**src/rtl/pipearch_fp_pkg.sv**
```systemverilog
// Shared FP32 helpers for the compute datapath: compare modes and classification functions.
package pipearch_fp_pkg;

  // Codes 6 and 7 are reserved and decode to all-zero results.
  typedef enum logic [2:0] {
    CmpLt  = 3'd0,
    CmpLe  = 3'd1,
    CmpEq  = 3'd2,
    CmpNe  = 3'd3,
    CmpMin = 3'd4,
    CmpMax = 3'd5
  } cmp_mode_t;

  localparam logic [31:0] FP32_CANON_NAN = 32'h7FC0_0000;

  // Stage-1 per-lane state: raw operands plus the ordered-key compare and classification.
  typedef struct packed {
    logic [31:0] a;
    logic [31:0] b;
    logic        key_lt;
    logic        key_eq;
    logic        a_nan;
    logic        b_nan;
    logic        both_zero;
  } cmp_s1_t;

  function automatic logic fp32_is_nan(input logic [31:0] x);
    return (x[30:23] == 8'hFF) && (x[22:0] != 23'd0);
  endfunction

  function automatic logic fp32_is_zero(input logic [31:0] x);
    return x[30:0] == 31'd0;
  endfunction

  // Maps FP32 onto an unsigned total order (negatives inverted, positives offset).
  function automatic logic [31:0] fp32_key(input logic [31:0] x);
    return x[31] ? ~x : (x ^ 32'h8000_0000);
  endfunction

endpackage

```
**src/rtl/float_compare_lane.sv**
```systemverilog
// Single-lane compare: stage-1 key compare/classification, then the stage-2 flag/data select.
module float_compare_lane
  import pipearch_fp_pkg::*;
#(
  parameter bit RegStage1 = 1'b1
) (
  input  logic        clk,
  input  logic        reset,
  input  logic        s0_valid,
  input  logic [31:0] a,
  input  logic [31:0] b,
  input  cmp_mode_t   s1_mode,
  output logic        flag_d,
  output logic [31:0] data_d
);

  cmp_s1_t s1_d;
  cmp_s1_t s1_q;

  // Stage-1 combinational classification of the incoming operands
  always_comb begin
    s1_d.a         = a;
    s1_d.b         = b;
    s1_d.key_lt    = fp32_key(a) < fp32_key(b);
    s1_d.key_eq    = fp32_key(a) == fp32_key(b);
    s1_d.a_nan     = fp32_is_nan(a);
    s1_d.b_nan     = fp32_is_nan(b);
    s1_d.both_zero = fp32_is_zero(a) && fp32_is_zero(b);
  end

  if (RegStage1) begin : g_s1_reg
    // Stage-1 register, loaded only by a valid beat
    always_ff @(posedge clk) begin
      if (reset) begin
        s1_q <= '0;
      end else if (s0_valid) begin
        s1_q <= s1_d;
      end
    end
  end else begin : g_s1_bypass
    assign s1_q = s1_d;
  end

  logic lt, eq, gt, any_nan;
  assign lt      = s1_q.key_lt & ~s1_q.both_zero;
  assign eq      = s1_q.key_eq | s1_q.both_zero;
  assign gt      = ~lt & ~eq;
  assign any_nan = s1_q.a_nan | s1_q.b_nan;

  // Stage-2 select: predicate and MIN/MAX value with NaN and signed-zero handling
  always_comb begin
    flag_d = 1'b0;
    data_d = 32'd0;
    case (s1_mode)
      CmpLt: flag_d = ~any_nan & lt;
      CmpLe: flag_d = ~any_nan & (lt | eq);
      CmpEq: flag_d = ~any_nan & eq;
      CmpNe: flag_d = any_nan | ~eq;
      CmpMin: begin
        if (s1_q.a_nan && s1_q.b_nan)  data_d = FP32_CANON_NAN;
        else if (s1_q.a_nan)           data_d = s1_q.b;
        else if (s1_q.b_nan)           data_d = s1_q.a;
        else if (s1_q.both_zero)       data_d = s1_q.a | s1_q.b;  // -0 wins
        else begin
          flag_d = lt;
          data_d = lt ? s1_q.a : s1_q.b;
        end
      end
      CmpMax: begin
        if (s1_q.a_nan && s1_q.b_nan)  data_d = FP32_CANON_NAN;
        else if (s1_q.a_nan)           data_d = s1_q.b;
        else if (s1_q.b_nan)           data_d = s1_q.a;
        else if (s1_q.both_zero)       data_d = s1_q.a & s1_q.b;  // +0 wins
        else begin
          flag_d = gt;
          data_d = gt ? s1_q.a : s1_q.b;
        end
      end
      default: ;
    endcase
  end

endmodule

```
**src/rtl/float_compare_vec.sv**
```systemverilog
// Multi-lane pipelined FP32 compare with per-beat mode, any/all reduction and fixed latency.
module float_compare_vec
  import pipearch_fp_pkg::*;
#(
  parameter int unsigned NUM_LANES = 16,
  parameter int unsigned LATENCY   = 2
) (
  input  logic                   clk,
  input  logic                   reset,
  input  logic                   in_valid,
  input  logic [2:0]             in_mode,
  input  logic [NUM_LANES*32-1:0] in1,
  input  logic [NUM_LANES*32-1:0] in2,
  output logic                   q_valid,
  output logic [NUM_LANES-1:0]   q_flag,
  output logic [NUM_LANES*32-1:0] q_data,
  output logic                   q_any,
  output logic                   q_all
);

  localparam int Extra = (LATENCY > 2) ? int'(LATENCY) - 2 : 0;

  logic      s0_valid;
  logic      s1_valid;
  cmp_mode_t s1_mode;

  assign s0_valid = in_valid & ~reset;

  if (LATENCY >= 2) begin : g_s1
    logic      v1_q;
    cmp_mode_t mode1_q;

    // Stage-1 valid and mode travel alongside the lane stage-1 registers
    always_ff @(posedge clk) begin
      if (reset) begin
        v1_q    <= 1'b0;
        mode1_q <= CmpLt;
      end else begin
        v1_q <= s0_valid;
        if (s0_valid) mode1_q <= cmp_mode_t'(in_mode);
      end
    end

    assign s1_valid = v1_q;
    assign s1_mode  = mode1_q;
  end else begin : g_s1_comb
    assign s1_valid = s0_valid;
    assign s1_mode  = cmp_mode_t'(in_mode);
  end

  logic [NUM_LANES-1:0]    flag_d;
  logic [NUM_LANES*32-1:0] data_d;

  for (genvar i = 0; i < int'(NUM_LANES); i++) begin : g_lane
    float_compare_lane #(
      .RegStage1(LATENCY >= 2)
    ) u_lane (
      .clk     (clk),
      .reset   (reset),
      .s0_valid(s0_valid),
      .a       (in1[i*32 +: 32]),
      .b       (in2[i*32 +: 32]),
      .s1_mode (s1_mode),
      .flag_d  (flag_d[i]),
      .data_d  (data_d[i*32 +: 32])
    );
  end

  // Index 0 is the stage-2 result register; higher indices are pure delay stages.
  logic                    vld_q  [Extra+1];
  logic [NUM_LANES-1:0]    flag_q [Extra+1];
  logic [NUM_LANES*32-1:0] data_q [Extra+1];
  logic                    any_q  [Extra+1];
  logic                    all_q  [Extra+1];

  // Stage-2 register plus delay chain; data loads only when the feeding stage is valid
  always_ff @(posedge clk) begin
    if (reset) begin
      for (int i = 0; i <= Extra; i++) begin
        vld_q[i]  <= 1'b0;
        flag_q[i] <= '0;
        data_q[i] <= '0;
        any_q[i]  <= 1'b0;
        all_q[i]  <= 1'b0;
      end
    end else begin
      vld_q[0] <= s1_valid;
      if (s1_valid) begin
        flag_q[0] <= flag_d;
        data_q[0] <= data_d;
        any_q[0]  <= |flag_d;
        all_q[0]  <= &flag_d;
      end
      for (int i = 1; i <= Extra; i++) begin
        vld_q[i] <= vld_q[i-1];
        if (vld_q[i-1]) begin
          flag_q[i] <= flag_q[i-1];
          data_q[i] <= data_q[i-1];
          any_q[i]  <= any_q[i-1];
          all_q[i]  <= all_q[i-1];
        end
      end
    end
  end

  assign q_valid = vld_q[Extra];
  assign q_flag  = flag_q[Extra];
  assign q_data  = data_q[Extra];
  assign q_any   = any_q[Extra];
  assign q_all   = all_q[Extra];

endmodule

```
**config.mk**
```make
export PLATFORM = sky130hd
export DESIGN_NAME = float_compare_vec
export DESIGN_NICKNAME = d
export VERILOG_FILES = /design/src/rtl/pipearch_fp_pkg.sv /design/src/rtl/float_compare_lane.sv /design/src/rtl/float_compare_vec.sv
export SDC_FILE = /design/constraint.sdc
export NUM_CORES = 2
export LEC_CHECK = 0
export CELL_PAD_IN_SITES_DETAIL_PLACEMENT = 1
export CELL_PAD_IN_SITES_GLOBAL_PLACEMENT = 2
export CORE_ASPECT_RATIO = 1.2
export CORE_MARGIN = 4
export CORE_UTILIZATION = 25
export DETAILED_ROUTE_END_ITERATION = 7
export GPL_ROUTABILITY_DRIVEN = 0
export PLACE_DENSITY_LB_ADDON = 0.15
export SETUP_SLACK_MARGIN = 0.3
export SLEW_MARGIN = 40
export SYNTH_ARGS = -nofsm -noshare
export SYNTH_HDL_FRONTEND = slang
export SYNTH_SLANG_ARGS = --single-unit
```
**constraint.sdc**
```tcl
create_clock -name clk -period 11.6 [get_ports clk]
set_input_delay 1.74 -clock clk [delete_from_list [all_inputs] [get_ports clk]]
set_output_delay 1.74 -clock clk [all_outputs]
set_load 0.1 [all_outputs]
```
==> run summary <==
Notes on the flow run.

- The run finished with clean final reports.
- The chip footprint is 0.431 mm^2, for reference.
- The TritonCTS clock tree is built, for reference.
- Multi-input logic gates represent a cell area share of 0.472.
- Per the synthesis report, the number of distinct cell types is 68.
- The net load switching power is 6.14 mW, for reference.
- The biggest slice of the area belongs to logic gates.
- The critical path's slowest stage uses the library cell sky130_fd_sc_hd__buf_4.
- On the critical path the largest part of the delay comes from buffers and inverters.
- The detailed router reports a met3 wire length of 28400 um.
- The floorplan report lists the tap cell count as 5502.
- The count of instantiated cells in the yosys netlist is 12400, for reference.
- The registers reported with the highest flop counts are g_lane.u_lane.s1_q (1104), data_q (512), flag_q (16).
- The core area is 0.418 mm^2, for reference.
- The DRC marker count from the first detailed-route iteration is 6519, for reference.
- The initial cell density of the core is 0.251, for reference.
- The post-detailed-route DRC marker count is 0, for reference.
- According to the floorplan report, the die height is 718 um.
- The OpenROAD warning count is 32, for reference.
- The non-clock buffer share of cell area is 0.115, for reference.
- By instance count after routing, the leading logic cell type is sky130_fd_sc_hd__nor2_1.
- The count of final hold-check violations is 0, for reference.
- The critical path start-end classification is primary input to flop, for reference.
- Setup repair after global routing left no endpoint under its margin.
- The path with the worst hold slack has its endpoint at g_lane[14].u_lane.s1_q[3]$_SDFFE_PP0P_.
- The timing report shows the most common cell along the critical path to be sky130_fd_sc_hd__buf_4.
- The sequential cell area share is 0.291, for reference.
- Wire segments on met2 add up to 286000 um in the final route.
- Note, the detailed placer reported a final HPWL of 429000 um.
- The number of buffers between clock root and the deepest sink is 4, for reference.
- For this run, the register share of the synthesized area comes to 0.363.
- In this run, the synthesized area fraction spent on AND-OR/OR-AND gates is recorded as 0.183.
- The reported sequential group power is 6.56 mW, for reference.
through the flow:
stage	cell area, um^2	cells	utilization
global route	131000	19100	0.313
floorplan	105000	12400	-
detailed placement	123000	18700	0.295
finish	131000	19100	0.314
CTS	131000	19000	0.313
global placement	125000	18600	0.299
worst min-delay path, cell delays in order, from the launching register on:
cell,delay (ns)
sky130_fd_sc_hd__dfxtp_1,0.35
sky130_fd_sc_hd__nand2_1,0.08
sky130_fd_sc_hd__nand2_1,0.04
cell usage after synthesis, drive strengths merged (321+ instances only):
cell type	number
o21ai	1136
inv	396
edfxtp	530
ha	512
a221oi	370
xnor2	496
xor2	496
buf	321
dfxtp	1109
a21oi	1049
clkbuf	651
mux2i	1034
or3	348
nor2	1782
nand3	409
==> images/pinout.png <==
Pins as bars across the die edge, other pins in gray.
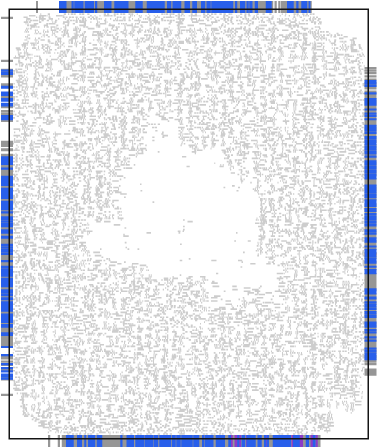
color	port	pins	direction	edge
purple	`q_flag`	16	output	bottom
orange	`q_any`	1	output	right
blue	`in2`	512	input	139 bottom, 132 top, 125 right, 116 left

==> images/congestion_map.png <==
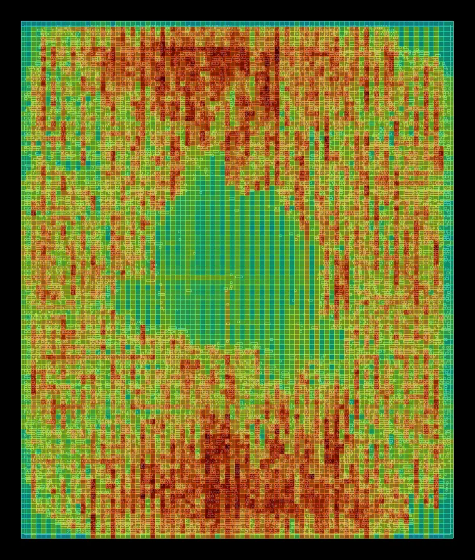
met2 Resource Use GR: 0.447
routing usage on met1: 0.306
Final Util: 0.314
most congested layer reported by global routing: met2
global-route usage over all layers: 0.262

==> images/clock_wires.png <==
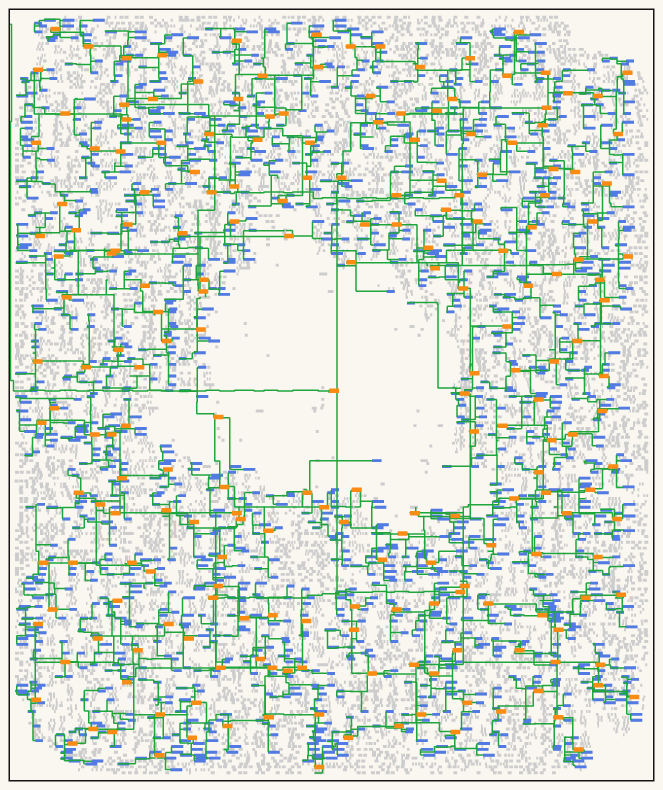
[orange] clock-net drivers | count: 213
[green] clock wires | length: 31.9 mm
[blue] flip-flops | count: 1639
routed clock nets	214

==> images/layers.png <==
Only two layers are drawn.
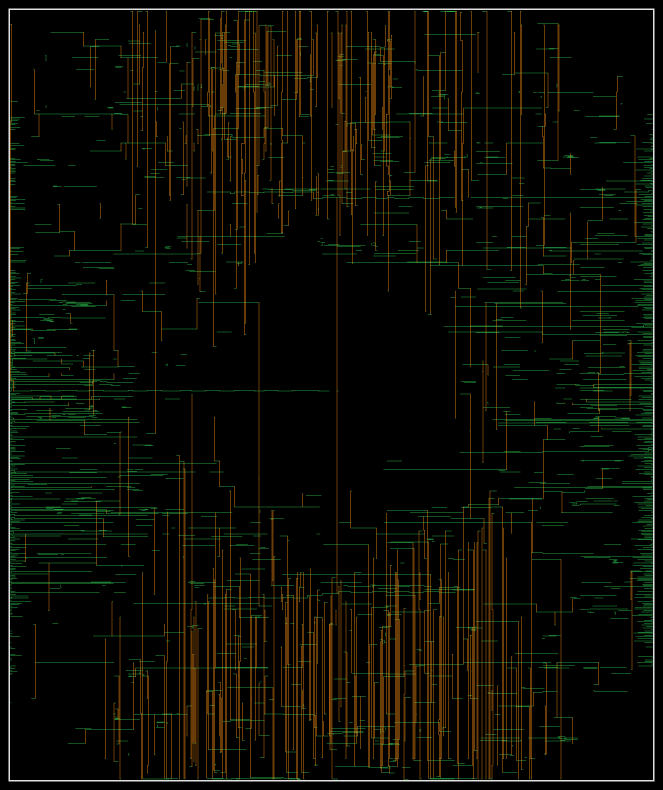
color	layer	wire length
orange	M4	41.6 mm
green	M3	28.4 mm

==> images/blocks.png <==
Other sequential cells in the stronger gray, the rest of the logic in the fainter gray.
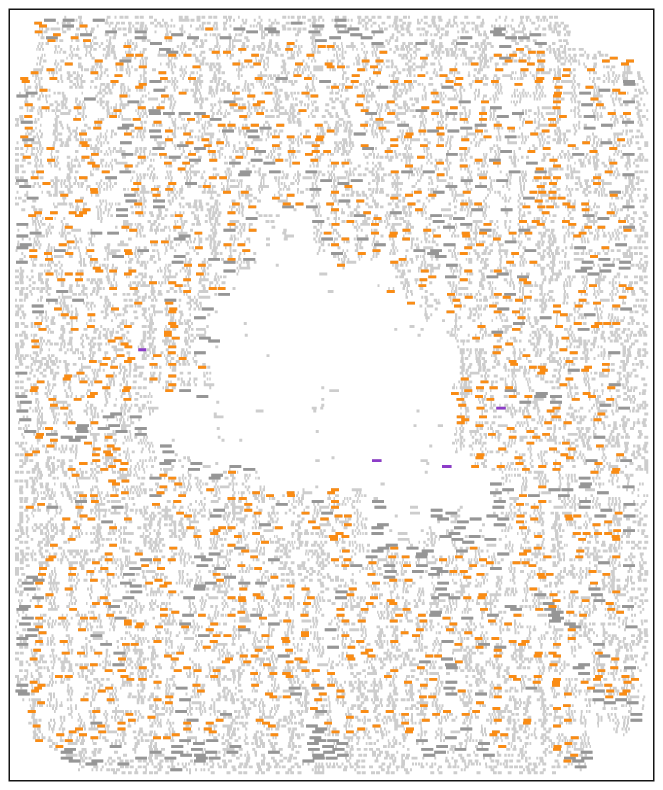
color	scope	placed flops
orange	`g_lane`	1104
purple	`g_s1`	4
not colored	531

Power and IR drop assume default switching activity.
